===== config.mk =====
export PLATFORM = sky130hd
export DESIGN_NAME = pll_reset_sequencer_flat
export DESIGN_NICKNAME = d
export VERILOG_FILES = /design/src/rtl/pll_reset_sequencer_if.sv /design/src/rtl/pll_reset_sequencer.sv /design/src/flat_wrapper.sv
export SDC_FILE = /design/constraint.sdc
export NUM_CORES = 1
export LEC_CHECK = 0
export CAP_MARGIN = 0
export CORE_UTILIZATION = 54
export DETAILED_ROUTE_END_ITERATION = 10
export GPL_TIMING_DRIVEN = 1
export PLACE_DENSITY = 0.78
export SYNTH_ARGS = -nofsm -noshare
export SYNTH_HDL_FRONTEND = slang
export SYNTH_SLANG_ARGS = --single-unit

===== constraint.sdc =====
create_clock -name CLK -period 2.45 [get_ports CLK]
set_input_delay 0.6125 -clock CLK [delete_from_list [all_inputs] [get_ports CLK]]
set_output_delay 0.6125 -clock CLK [all_outputs]
set_load 0.005 [all_outputs]

===== src/rtl/pll_reset_sequencer_if.sv =====
// Lock input and reset/status outputs of pll_reset_sequencer bundled as one port.
// slave = sequencer side, master = PLL/core environment side.
interface pll_reset_sequencer_if #(
  parameter int unsigned LOSS_CNT_W = 8
);
  logic                  PLL_LOCK;
  logic                  RST_N_OUT;
  logic                  READY;
  logic                  READY_PULSE;
  logic [1:0]            STATE;
  logic [LOSS_CNT_W-1:0] LOSS_COUNT;

  modport master (
    output PLL_LOCK,
    input  RST_N_OUT,
    input  READY,
    input  READY_PULSE,
    input  STATE,
    input  LOSS_COUNT
  );

  modport slave (
    input  PLL_LOCK,
    output RST_N_OUT,
    output READY,
    output READY_PULSE,
    output STATE,
    output LOSS_COUNT
  );
endinterface


===== src/rtl/pll_reset_sequencer.sv =====
// Qualifies a synchronised PLL lock, holds core reset, then releases RST_N_OUT/READY.
// Optional lock-loss counter enabled by defining PLL_RSTSEQ_LOSS_CNT_EN.
module pll_reset_sequencer #(
  parameter int unsigned SYNC_STAGES        = 2,
  parameter int unsigned LOCK_STABLE_CYCLES = 4096,
  parameter int unsigned RST_HOLD_CYCLES    = 16,
  parameter int unsigned LOSS_CNT_W         = 8
) (
  input  logic                  CLK,
  input  logic                  RESET,
  pll_reset_sequencer_if.slave  bus
);

  localparam int unsigned MAX_CYC = (LOCK_STABLE_CYCLES > RST_HOLD_CYCLES) ?
                                    LOCK_STABLE_CYCLES : RST_HOLD_CYCLES;
  localparam int unsigned CNT_W   = (MAX_CYC > 1) ? $clog2(MAX_CYC) : 1;
  localparam logic [CNT_W-1:0] STABLE_LAST = CNT_W'(LOCK_STABLE_CYCLES - 1);
  localparam logic [CNT_W-1:0] HOLD_LAST   = CNT_W'(RST_HOLD_CYCLES - 1);

  typedef enum logic [1:0] {
    WAIT_LOCK = 2'd0,
    STABLE    = 2'd1,
    HOLD      = 2'd2,
    RUN       = 2'd3
  } state_t;

  state_t                 state;
  state_t                 state_nxt;
  logic [CNT_W-1:0]       cnt;
  logic [CNT_W-1:0]       cnt_nxt;
  logic [SYNC_STAGES-1:0] sync;
  logic                   lock_s;
  logic                   rst_n_q;
  logic                   ready_q;
  logic                   pulse_q;

  // PLL_LOCK is asynchronous to CLK; only the last stage is ever consumed.
  always_ff @(posedge CLK or negedge RESET) begin
    if (!RESET) begin
      sync <= '0;
    end else begin
      sync <= {sync[SYNC_STAGES-2:0], bus.PLL_LOCK};
    end
  end

  assign lock_s = sync[SYNC_STAGES-1];

  always_ff @(posedge CLK or negedge RESET) begin
    if (!RESET) begin
      state <= WAIT_LOCK;
      cnt   <= '0;
    end else begin
      state <= state_nxt;
      cnt   <= cnt_nxt;
    end
  end

  // Lock loss is tested before terminal count so a drop on the last cycle wins.
  always_comb begin
    state_nxt = state;
    cnt_nxt   = cnt;
    unique case (state)
      WAIT_LOCK: begin
        if (lock_s) begin
          state_nxt = STABLE;
          cnt_nxt   = '0;
        end
      end
      STABLE: begin
        if (!lock_s) begin
          state_nxt = WAIT_LOCK;
          cnt_nxt   = '0;
        end else if (cnt == STABLE_LAST) begin
          state_nxt = HOLD;
          cnt_nxt   = '0;
        end else begin
          cnt_nxt = cnt + 1'b1;
        end
      end
      HOLD: begin
        if (!lock_s) begin
          state_nxt = WAIT_LOCK;
          cnt_nxt   = '0;
        end else if (cnt == HOLD_LAST) begin
          state_nxt = RUN;
        end else begin
          cnt_nxt = cnt + 1'b1;
        end
      end
      RUN: begin
        if (!lock_s) begin
          state_nxt = WAIT_LOCK;
          cnt_nxt   = '0;
        end
      end
    endcase
  end

  // Outputs registered from next-state so they move on the same edge as state.
  always_ff @(posedge CLK or negedge RESET) begin
    if (!RESET) begin
      rst_n_q <= 1'b0;
      ready_q <= 1'b0;
      pulse_q <= 1'b0;
    end else begin
      rst_n_q <= (state_nxt == RUN);
      ready_q <= (state_nxt == RUN);
      pulse_q <= (state_nxt == RUN) && (state != RUN);
    end
  end

  assign bus.RST_N_OUT   = rst_n_q;
  assign bus.READY       = ready_q;
  assign bus.READY_PULSE = pulse_q;
  assign bus.STATE       = state;

`ifdef PLL_RSTSEQ_LOSS_CNT_EN
  logic [LOSS_CNT_W-1:0] loss_cnt;
  logic                  lost_in_run;

  assign lost_in_run = (state == RUN) && !lock_s;

  always_ff @(posedge CLK or negedge RESET) begin
    if (!RESET) begin
      loss_cnt <= '0;
    end else if (lost_in_run && (loss_cnt != '1)) begin
      loss_cnt <= loss_cnt + 1'b1;
    end
  end

  assign bus.LOSS_COUNT = loss_cnt;
`else
  assign bus.LOSS_COUNT = '0;
`endif

endmodule


===== src/flat_wrapper.sv =====
// flat-port wrapper written by rule: the top's interface ports become plain ports
module pll_reset_sequencer_flat 
#(
  parameter int unsigned SYNC_STAGES        = 2,
  parameter int unsigned LOCK_STABLE_CYCLES = 4096,
  parameter int unsigned RST_HOLD_CYCLES    = 16,
  parameter int unsigned LOSS_CNT_W         = 8
)
  (CLK, RESET, bus_PLL_LOCK, bus_RST_N_OUT, bus_READY, bus_READY_PULSE, bus_STATE, bus_LOSS_COUNT);
  pll_reset_sequencer_if #(.LOSS_CNT_W(LOSS_CNT_W)) bus_i ();
  input  logic CLK;
  input  logic RESET;
  input wire logic [$bits(bus_i.PLL_LOCK)-1:0] bus_PLL_LOCK;
  output wire logic [$bits(bus_i.RST_N_OUT)-1:0] bus_RST_N_OUT;
  output wire logic [$bits(bus_i.READY)-1:0] bus_READY;
  output wire logic [$bits(bus_i.READY_PULSE)-1:0] bus_READY_PULSE;
  output wire logic [$bits(bus_i.STATE)-1:0] bus_STATE;
  output wire logic [$bits(bus_i.LOSS_COUNT)-1:0] bus_LOSS_COUNT;
  assign bus_i.PLL_LOCK = bus_PLL_LOCK;
  assign bus_RST_N_OUT = bus_i.RST_N_OUT;
  assign bus_READY = bus_i.READY;
  assign bus_READY_PULSE = bus_i.READY_PULSE;
  assign bus_STATE = bus_i.STATE;
  assign bus_LOSS_COUNT = bus_i.LOSS_COUNT;
  pll_reset_sequencer #(.SYNC_STAGES(SYNC_STAGES), .LOCK_STABLE_CYCLES(LOCK_STABLE_CYCLES), .RST_HOLD_CYCLES(RST_HOLD_CYCLES), .LOSS_CNT_W(LOSS_CNT_W)) u_core (.CLK(CLK), .RESET(RESET), .bus(bus_i));
endmodule

==> flow_summary.yaml, run 1 <==
# implementation run metrics
yosys:
  ys_seq_frac: 0.3625
  logic_family: "simple AND/OR/NAND/NOR gates"
  yosys_warnings: 0
  synth_simple_gate_area_share: 0.2518
  ys_sh_xor: 0
  ys_chip_area_um2: 1242
  yosysUniqueCellTypes: 50
  topCellsByArea: "dfrtp_1 (36%), ha_1 (6.0%), buf_4 (5.4%)"
  yosysMostFrequentCell: "dfrtp_1"
  top_area_frac: 0.3625
  syn_area_um2: 1242
  synthCells: 131
  mux_area_frac: 0.01712
  ff_type: "dfrtp_1"
  ys_cells: 131
  enable_flop_cells: 0
  yosys.area_share.adder: 0.06042
  ys_sh_aoi: 0.1964
  syn_avg_cell_area_um2: 9.484
  ys_seq_elements: 18
final_timing:
  post-route-min-period_ns: 2.303
  period_used_share: 0.9400
  report.final.slew_viol_count: 0
  worstMarginPinSlew_ns: 0.7464
  hold_viol: 0
  setup_tns_ns: 0
  layout_setup_ws_ns: 0.1471
  slew_headroom: 0.5011
  fmax_ghz: 0.4342
place:
  dp_slack_ns: 0.1087
  dp_hpwl_um: 1961
  place_inst: 163
  routabilityCongestion: 0.8987
  placed_cell_area_um2: 1306
floorplan:
  rows: 17
  core_um2: 2191
  taps: 28
  core_util_floorplan: 0.5671
  die_w_um: 49.97
  die_area_um2: 2497
  die_h_um: 49.97
clock_tree:
  worstSkewPairLatency_ns: 0.30
  cts_buffer_depth: 2
  cts_tree: "yes"
  cts_buffers: 3
  htree_num_levels: 1
  cts_setup_buffers: 0
global_routing:
  grt_max_degree: 19
  grt_first_pass_wirelength_um: 4505
  grt_usage: 0.2438
  antenna_found_initial: 0
  grt-busiest-layer: "met2"
power:
  leakagePower_nw: 0.5492
  pwr-share-seq: 0.463
  powerComb_mw: 0.201
  cellPowerDensity_nw_per_um2: 529.9
  p_total_mw: 0.7141
  net-switching-power_mw: 0.2325
  sw_frac_of_total: 0.3256
  p_clk_frac: 0.254
  p_int_mw: 0.4816
  powerClk_mw: 0.182
  vdd_drop_max_mv: 0.3887
  pg_seq_mw: 0.331
detailed_routing:
  viasPerCell: 6.222
  top_layer_used: "met4"
  wl_per_cell_um: 15.83
  wl_met3_um: 99
  drt_iter0_markers: 42
  ant_nets: 0
  wl_met2_um: 1365
final_layout:
  nFillCells: 201
  n_antenna_cell: 0
  nClkBuffers: 4
  largest_cell_class: "combinational gates"
  final-clk-cell-share: 0.02693
  layoutNonFillerInstCount: 167
  layout-drive-gt1-share: 0.1295
  nonClkBufAreaFrac: 0.06871
  seqCellArea_um2: 450.4
  largest_register_ffs: 12
  top_register: "u_core.cnt"
  buffers: 10
  finalNetCount: 149
  seq_share: 0.3343
  inverters: 12
  finalCoreUtilization: 0.6151
  nMultiInputCombCells: 95
job:
  warnings: 30
  maxCapViolCount: 0
run_status:
  status: "completed"
worst_hold_path:
  hp-class: "register to register"
worst_setup_path:
  required_ns: 2.67
  worst_setup_path_end_kind: "register"
  cp-start-kind: "register"
run 1: critical path: stages, from the launching register on:
cell and delay [ns]:
dfrtp_1 0.44, inv_1 0.15, ha_2 0.25, or3b_4 0.43, or4_4 0.53, a32o_1 0.29, nor3_1 0.13
run 1: logic make-up (layout without fill, tap and decap cells):
family | after synthesis | after routing
DFF | 18 | 18
AOI/OAI and AO/OA | 32 | 32
buffers and inverters | 25 | 26
and+or+nand+nor | 47 | 47
other | 1 | 8
adders and majority gates | 6 | 6
muxes | 2 | 2
run 1: what timing repair did:
action	CTS	global route
resized	0	2
setup endpoints to repair	0	2
hold buffers	0	0
run 1: final timing paths:
path                                      from                     end  slack, ns  depth (start not counted)
setup / recovery           u_core.bus.STATE[0]    u_core.bus.RST_N_OUT       0.15                          6
hold / removal                  u_core.sync[0]          u_core.sync[1]       0.36                          0
setup reg to reg           u_core.bus.STATE[0]    u_core.bus.RST_N_OUT       0.15                          6
hold reg to reg                 u_core.sync[0]          u_core.sync[1]       0.36                          0
max in group asynchronous                RESET           u_core.cnt[1]       1.60                          2
min in group asynchronous                RESET  u_core.bus.READY_PULSE       0.64                          2
run 1: cells in the final DEF (no fill, tap or decap), types with 2 or more instances in the layout:
cell type,netlist,final
a21oi_1,2,2
a31oi_1,4,4
a32o_1,2,2
and4_1,2,2
buf_4,9,3
clkbuf_4,0,3
clkdlybuf4s50_1,0,7
conb_1,1,8
dfrtp_1,18,18
ha_1,6,5
inv_1,12,12
nand2_1,5,5
nand3_1,4,4
nand4_1,8,8
nand4b_1,2,2
nor2_1,5,5
nor2b_1,2,2
nor3_1,2,2
nor4_1,3,3
o2111ai_1,2,2
o211ai_1,2,2
o21ai_0,4,4
o22ai_1,2,2
o31a_1,2,2
or2_2,2,2
or4_4,2,2
Figure 1. The metal 1 layer (run 1).
Bar = 10 µm.
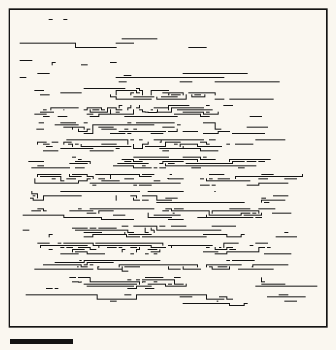
main direction	horizontal
share of all routed wire	43%
GRT met1 Usage: 0.3074
total wire length: 2643 µm
vias: 1039

Figure 2. The metal 2 layer (run 1).
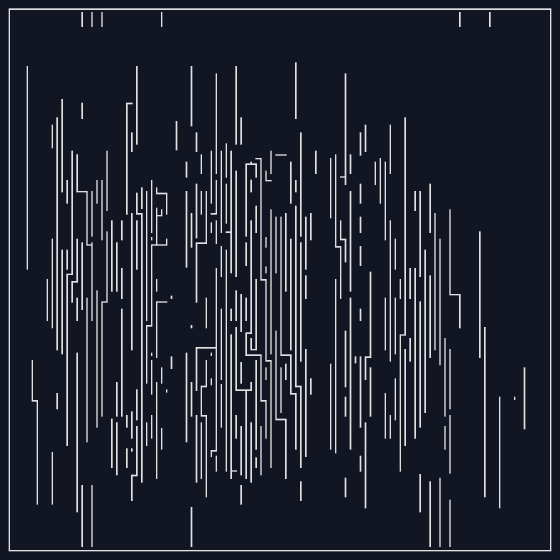
nets with wire on the layer	127
main direction	vertical
wire length on this layer	1370 µm
share of all routed wire	52%
met2 GRT Util: 0.4167

Figure 3. Met3 routing (run 1).
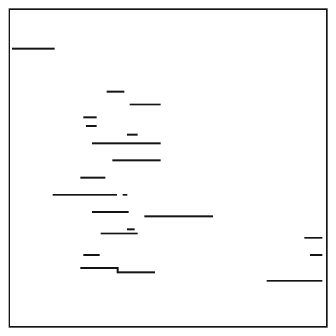
longest straight run	10.6 µm
nets with wire on the layer	18
wire length on this layer	99.6 µm
main direction	horizontal
share of all routed wire	3.8%
met3 track demand over resource: 0.02160

Figure 4. Nets reached from selected ports (run 1).
Bar = 10 µm.
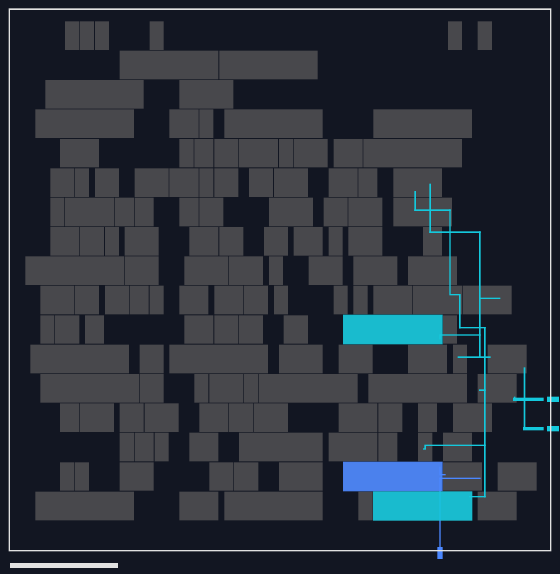
color	port	direction	end cells	wire
cyan	bus_STATE	output	2	81.7 µm
blue	bus_READY_PULSE	output	1	11.1 µm
num ports: 16
Buffers on Ports: 7

==> run 1 -> run 2 <==
--- a/config.mk
+++ b/config.mk
@@ -5,11 +5,13 @@
 export SDC_FILE = /design/constraint.sdc
 export NUM_CORES = 1
 export LEC_CHECK = 0
+export ABC_CLOCK_PERIOD_IN_PS = 2450
 export CAP_MARGIN = 0
 export CORE_UTILIZATION = 54
 export DETAILED_ROUTE_END_ITERATION = 10
 export GPL_TIMING_DRIVEN = 1
 export PLACE_DENSITY = 0.78
+export SLEW_MARGIN = 20
 export SYNTH_ARGS = -nofsm -noshare
 export SYNTH_HDL_FRONTEND = slang
 export SYNTH_SLANG_ARGS = --single-unit
==> flow_summary.yaml, run 2 <==
# implementation run metrics
final_layout:
  lay_top_count: "dfrtp_1"
  layout-drive-gt1-share: 0.1295
  stdcell_area_um2: 1348
  layoutNonFillerInstCount: 167
  largest_register_ffs: 12
  top_register: "u_core.cnt"
  finalNetCount: 149
  nFillCells: 201
  final_cell_mix: "dfrtp_1 (18), inv_1 (12), nand4_1 (8), conb_1 (8), clkdlybuf4s50_1 (7)"
  n_antenna_cell: 0
power:
  p_int_mw: 0.4816
  powerClk_mw: 0.182
  powerComb_mw: 0.201
  p_total_mw: 0.7141
  leakagePower_nw: 0.5492
  vdd_drop_max_mv: 0.3887
  power.group.top: "registers"
  sw_frac_of_total: 0.3256
  pg_seq_mw: 0.331
  pwr-share-seq: 0.463
  p_clk_frac: 0.254
  cellPowerDensity_nw_per_um2: 529.9
  net-switching-power_mw: 0.2325
yosys:
  syn_avg_cell_area_um2: 9.484
  topCellsByArea: "dfrtp_1 (36%), ha_1 (6.0%), buf_4 (5.4%)"
  enable_flop_cells: 0
  ys_seq_frac: 0.3625
  yosysMostFrequentCell: "dfrtp_1"
  synthCells: 131
  ys_seq_elements: 18
  yosysUniqueCellTypes: 50
  ys_cells: 131
  ys_top_cells_by_count: "dfrtp_1 (18), inv_1 (12), buf_4 (9)"
  top_area_frac: 0.3625
  syn_area_um2: 1242
  yosys_warnings: 0
  ff_type: "dfrtp_1"
  largest_area_cell: "dfrtp_1"
  ys_chip_area_um2: 1242
clock_tree:
  worstSkewPairLatency_ns: 0.30
  cts_buffer_depth: 2
  cts_buffers: 3
  htree_num_levels: 1
  cts_setup_buffers: 0
  cts.clk_slew.worst_paths_ns: 0.11
  hold_buffers: 0
  cts_resized: 0
  cts_tree: "yes"
  cts.sinks: 18
worst_setup_path:
  required_ns: 2.67
  cp_slowest_cell: "or4_4"
  slowest_delay_ns: 0.53
  reg2reg_from: "u_core.bus.STATE[0]"
  reg2reg_setup_slack_ns: 0.15
  path_cells: "inv_1 -> ha_2 -> or3b_4 -> or4_4 -> a32o_1 -> nor3_1"
  reg2reg_depth: 6
  cp-start-kind: "register"
  reg2reg_to: "u_core.bus.RST_N_OUT"
  critPathMaxFanout: 5
  crit_type: "register to register"
  worst_setup_path_end_kind: "register"
  worstPathArrival_ns: 2.53
final_timing:
  slew_headroom: 0.5011
  holdWs_ns: 0.3601
  hold_viol: 0
  layout_setup_ws_ns: 0.1471
  setup_tns_ns: 0
  post-route-min-period_ns: 2.303
  worstMarginPinSlew_ns: 0.7464
  period_used_share: 0.9400
  fmax_ghz: 0.4342
  fin_worst_skew_ns: 0.01359
  report.final.slew_viol_count: 0
detailed_routing:
  drc: 0
  finalWirelength_um: 2643
  drt_pass1_iterations: 4
  vias: 1039
  viasPerCell: 6.222
  ant_nets: 0
  drt_iter0_markers: 42
global_routing:
  grt_pass1_vias: 998
  antenna_found_initial: 0
  grt_first_pass_wirelength_um: 4505
  grt_max_degree: 19
floorplan:
  die_w_um: 49.97
  rows: 17
  core_um2: 2191
  ios: 16
  die_h_um: 49.97
  core_util_floorplan: 0.5671
  die_area_um2: 2497
job:
  warnings: 30
  maxCapViolCount: 0
run_status:
  status: "completed"
worst_hold_path:
  hold_path.startpoint: "u_core.sync[0]"
  hp-class: "register to register"
  hold_path_depth: 0
  min_to: "u_core.sync[1]"
place:
  routabilityCongestion: 0.8987
  io_buffers: 7
  dp_slack_ns: 0.1087
  dp_hpwl_um: 1961
  placed_cell_area_um2: 1306
  place_inst: 163
==> run 2: cell counts in the layout (fill, tap and decap cells not counted) <==
No cell type changed its count.
==> run 2: final cells by class <==
cell class	count	area, µm²	area share
timing repair buffer	10	92.59	0.06871
tap	28	35.03	0.02600
inverter	12	45.04	0.03343
clock buffer	4	36.28	0.02693
multi-input combinational	95	688.2	0.5107
sequential	18	450.4	0.3343
==> run 2: cell families after synthesis <==
| group | Yosys count | synth area share |
|---|---|---|
| muxes | 2 | 0.01712 |
| DFF | 18 | 0.3625 |
| adders and majority gates | 6 | 0.06042 |
| buffers and inverters | 25 | 0.1088 |
| other | 1 | 0.003018 |
| and+or+nand+nor | 47 | 0.2518 |
| AOI/OAI and AO/OA | 32 | 0.1964 |
==> run 2: routing by layer <==
layer	vias to the layer above	share of wire	track usage
li1	503	-	-
met1	498	0.43	0.3074
met2	34	0.52	0.4167
met3	4	0.037	0.02160
met4	0	0.015	0.1143
met5	-	0	0
==> run 2: how the worst max path moves through the flow <==
stage,startpoint,end,cells after the start
after global placement,u_core.bus.STATE[0],u_core.bus.READY_PULSE,6
after detailed placement,u_core.bus.STATE[0],u_core.bus.RST_N_OUT,6
after global routing,u_core.bus.STATE[0],u_core.bus.RST_N_OUT,6
final,u_core.bus.STATE[0],u_core.bus.RST_N_OUT,6
after CTS,u_core.bus.STATE[0],u_core.bus.RST_N_OUT,6
after floorplan,u_core.bus.STATE[0],u_core.bus.READY_PULSE,6
==> run 2: critical path, delay by kind of cell, from the launching register on <==
| family | cells | cell delay (ns) |
|---|---|---|
| buffers and inverters | 1 | 0.15 |
| flip-flops | 1 | 0.44 |
| adder cells (fa/ha/maj) | 1 | 0.25 |
| AND-OR/OR-AND | 1 | 0.29 |
| AND/OR/NAND/NOR | 3 | 1.09 |
Figure 5. Routing congestion (run 2).
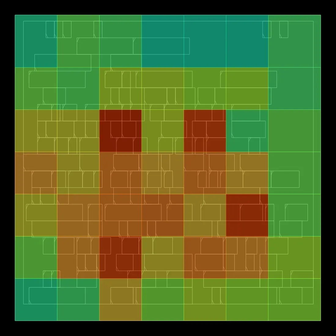
GRT Util Overall: 0.2438
post-DR wirelength/cell: 15.83 µm
Final Util: 0.6151

Figure 6. Nets reached from selected ports (run 2).
Bar = 10 µm.
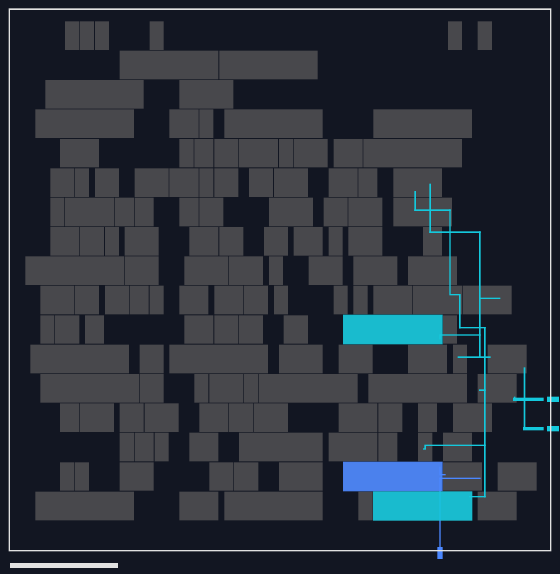
color	port	direction	end cells	wire
blue	bus_READY_PULSE	output	1	11.1 µm
cyan	bus_STATE	output	2	81.7 µm

Figure 7. Met3 routing (run 2).
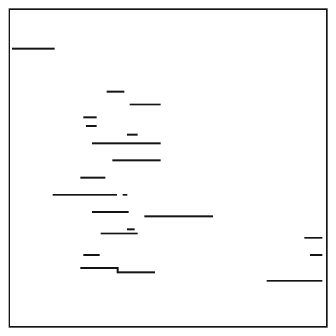
share of all routed wire	3.8%
wire length on this layer	99.6 µm

==> run 2 -> run 3 <==
--- a/config.mk
+++ b/config.mk
@@ -5,12 +5,13 @@
 export SDC_FILE = /design/constraint.sdc
 export NUM_CORES = 1
 export LEC_CHECK = 0
+export ABC_AREA = 1
 export ABC_CLOCK_PERIOD_IN_PS = 2450
 export CAP_MARGIN = 0
-export CORE_UTILIZATION = 54
+export CORE_UTILIZATION = 53
 export DETAILED_ROUTE_END_ITERATION = 10
 export GPL_TIMING_DRIVEN = 1
-export PLACE_DENSITY = 0.78
+export PLACE_DENSITY = 0.77
 export SLEW_MARGIN = 20
 export SYNTH_ARGS = -nofsm -noshare
 export SYNTH_HDL_FRONTEND = slang
==> flow_summary.yaml, run 3 <==
# implementation run metrics
final_layout:
  top_register: "u_core.cnt"
  lay_top_count: "nand2_1"
  stdcell_area_um2: 1260
  final_cell_mix: "nand2_1 (44), inv_1 (21), nor2_1 (18), dfrtp_1 (18), nand3_1 (10)"
  largest_register_ffs: 12
  n_antenna_cell: 0
  finalNetCount: 179
job:
  warnings: 30
worst_setup_path:
  critPathBufInv: 2
  cp-start-kind: "register"
  path_cells: "inv_1 -> ha_1 -> nand2_1 -> nor2_1 -> nand3_2 -> nand2_2 -> o21ai_2 -> inv_1 -> nand2_1 -> o31ai_1"
  reg2reg_setup_slack_ns: 0.51
  slowest_delay_ns: 0.44
  worst_setup_path_end_kind: "register"
  reg2reg_to: "u_core.cnt[0]"
  cp_slowest_cell: "dfrtp_1"
  crit_type: "register to register"
  critPathTopFamily: "simple AND/OR/NAND/NOR gates"
  worstPathArrival_ns: 2.13
  reg2reg_from: "u_core.bus.STATE[0]"
final_timing:
  fmax_ghz: 0.5159
  worstMarginPinSlew_ns: 0.6255
  hold_viol: 0
  holdWs_ns: 0.3613
  period_used_share: 0.7911
  slew_headroom: 0.5829
yosys:
  yosys_warnings: 0
  syn_avg_cell_area_um2: 7.366
  mux_area_frac: 0
  top_area_frac: 0.3822
  enable_flop_cells: 0
  ff_type: "dfrtp_1"
  logic_family: "simple AND/OR/NAND/NOR gates"
  syn_area_um2: 1179
  topCellsByArea: "dfrtp_1 (38%), nand2_1 (14%), inv_1 (6.7%)"
  ys_sh_aoi: 0.07749
  ys_seq_frac: 0.3822
  ys_seq_elements: 18
  ys_sh_xor: 0.01486
  largest_area_cell: "dfrtp_1"
  synthCells: 160
  yosysMostFrequentCell: "nand2_1"
  yosys.area_share.adder: 0.06369
floorplan:
  core_um2: 2022
  die_h_um: 49.16
  core_util_floorplan: 0.5829
  ios: 16
clock_tree:
  cts_tree: "yes"
  cts_buffer_depth: 2
  hold_buffers: 0
  cts_buffers: 3
  htree_num_levels: 1
  cts.sinks: 18
  cts_setup_buffers: 0
  cts.clk_slew.worst_paths_ns: 0.08
power:
  cellPowerDensity_nw_per_um2: 543.3
  leakagePower_nw: 0.6386
  p_total_mw: 0.6845
  vdd_drop_max_mv: 0.4144
worst_hold_path:
  hold_path.startpoint: "u_core.sync[0]"
  min_to: "u_core.sync[1]"
  hold_path_depth: 0
  hp-class: "register to register"
detailed_routing:
  viasPerCell: 5.179
place:
  io_buffers: 7
  placed_cell_area_um2: 1237
  place_inst: 192
global_routing:
  grt_pass1_vias: 963
  grt_usage: 0.2282
  grt_first_pass_wirelength_um: 4140
run_status:
  status: "completed"
==> run 3: area by class of cell <==
type	count	area, µm²
Tap cell	27	33.78
Multi-Input combinational cell	118	596.8
Fill cell	197	762.0
Clock buffer	3	22.52
Inverter	21	78.83
Sequential cell	18	450.4
Timing Repair Buffer	8	77.57
==> run 3: stage by stage <==
stage | util | worst slack, ns
after floorplan | - | 0.8435
after global placement | 0.6120 | 0.6728
after detailed placement | 0.6120 | 0.5645
after CTS | 0.6231 | 0.5236
after global routing | 0.6231 | 0.3077
final | 0.6231 | 0.5118
==> run 3: metal layers <==
metal / share of wire / GRT usage / vias up
met1: 0.44 / 0.2691 / 467
met5: 0 / 0 / -
met3: 0.047 / 0.05607 / 6
li1: - / - / 504
met4: 0.013 / 0.04412 / 0
met2: 0.50 / 0.4155 / 33
==> run 3: how the worst max path moves through the flow <==
stage / cells past startpoint / slack [ns] / endpoint / start
floorplan: 10 / 0.84 / u_core.cnt[8] / u_core.bus.STATE[0]
global placement: 10 / 0.67 / u_core.cnt[0] / u_core.bus.STATE[0]
detailed placement: 10 / 0.56 / u_core.cnt[0] / u_core.bus.STATE[0]
CTS: 10 / 0.52 / u_core.cnt[0] / u_core.bus.STATE[0]
global route: 10 / 0.31 / u_core.cnt[7] / u_core.bus.STATE[0]
finish: 10 / 0.51 / u_core.cnt[0] / u_core.bus.STATE[0]
==> run 3: report_power, final <==
part	switching (mW)	leakage [nW]	internal, mW	total [mW]
clock	0.0845	0.0138	0.0573	0.142
sequential	0.0170	0.245	0.310	0.327
combinational	0.142	0.380	0.0738	0.215
total	0.243	0.639	0.441	0.685
Figure 8. Routing congestion (run 3).
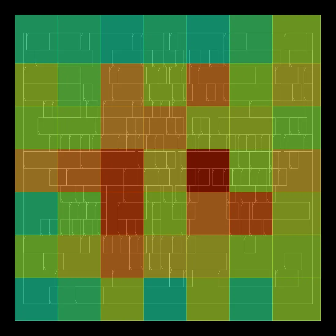
Final Util: 0.6231
layer with the highest usage: met2

Figure 9. Nets reached from selected ports (run 3).
Bar = 10 µm.
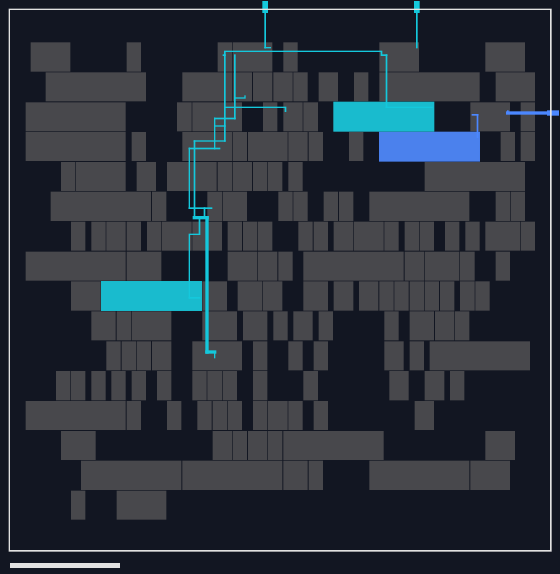
color	port	direction	end cells	wire
cyan	bus_STATE	output	2	102 µm
blue	bus_READY_PULSE	output	1	6.10 µm

Figure 10. Met3 routing (run 3).
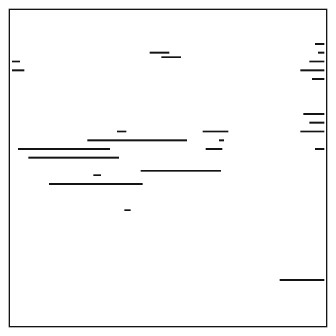
main direction	horizontal
wire length on this layer	112 µm
nets with wire on the layer	20
total wire length: 2379 µm
met3 track demand over resource: 0.05607
vias: 1010

Power figures rest on the tool's default switching activity, not on a simulated workload.
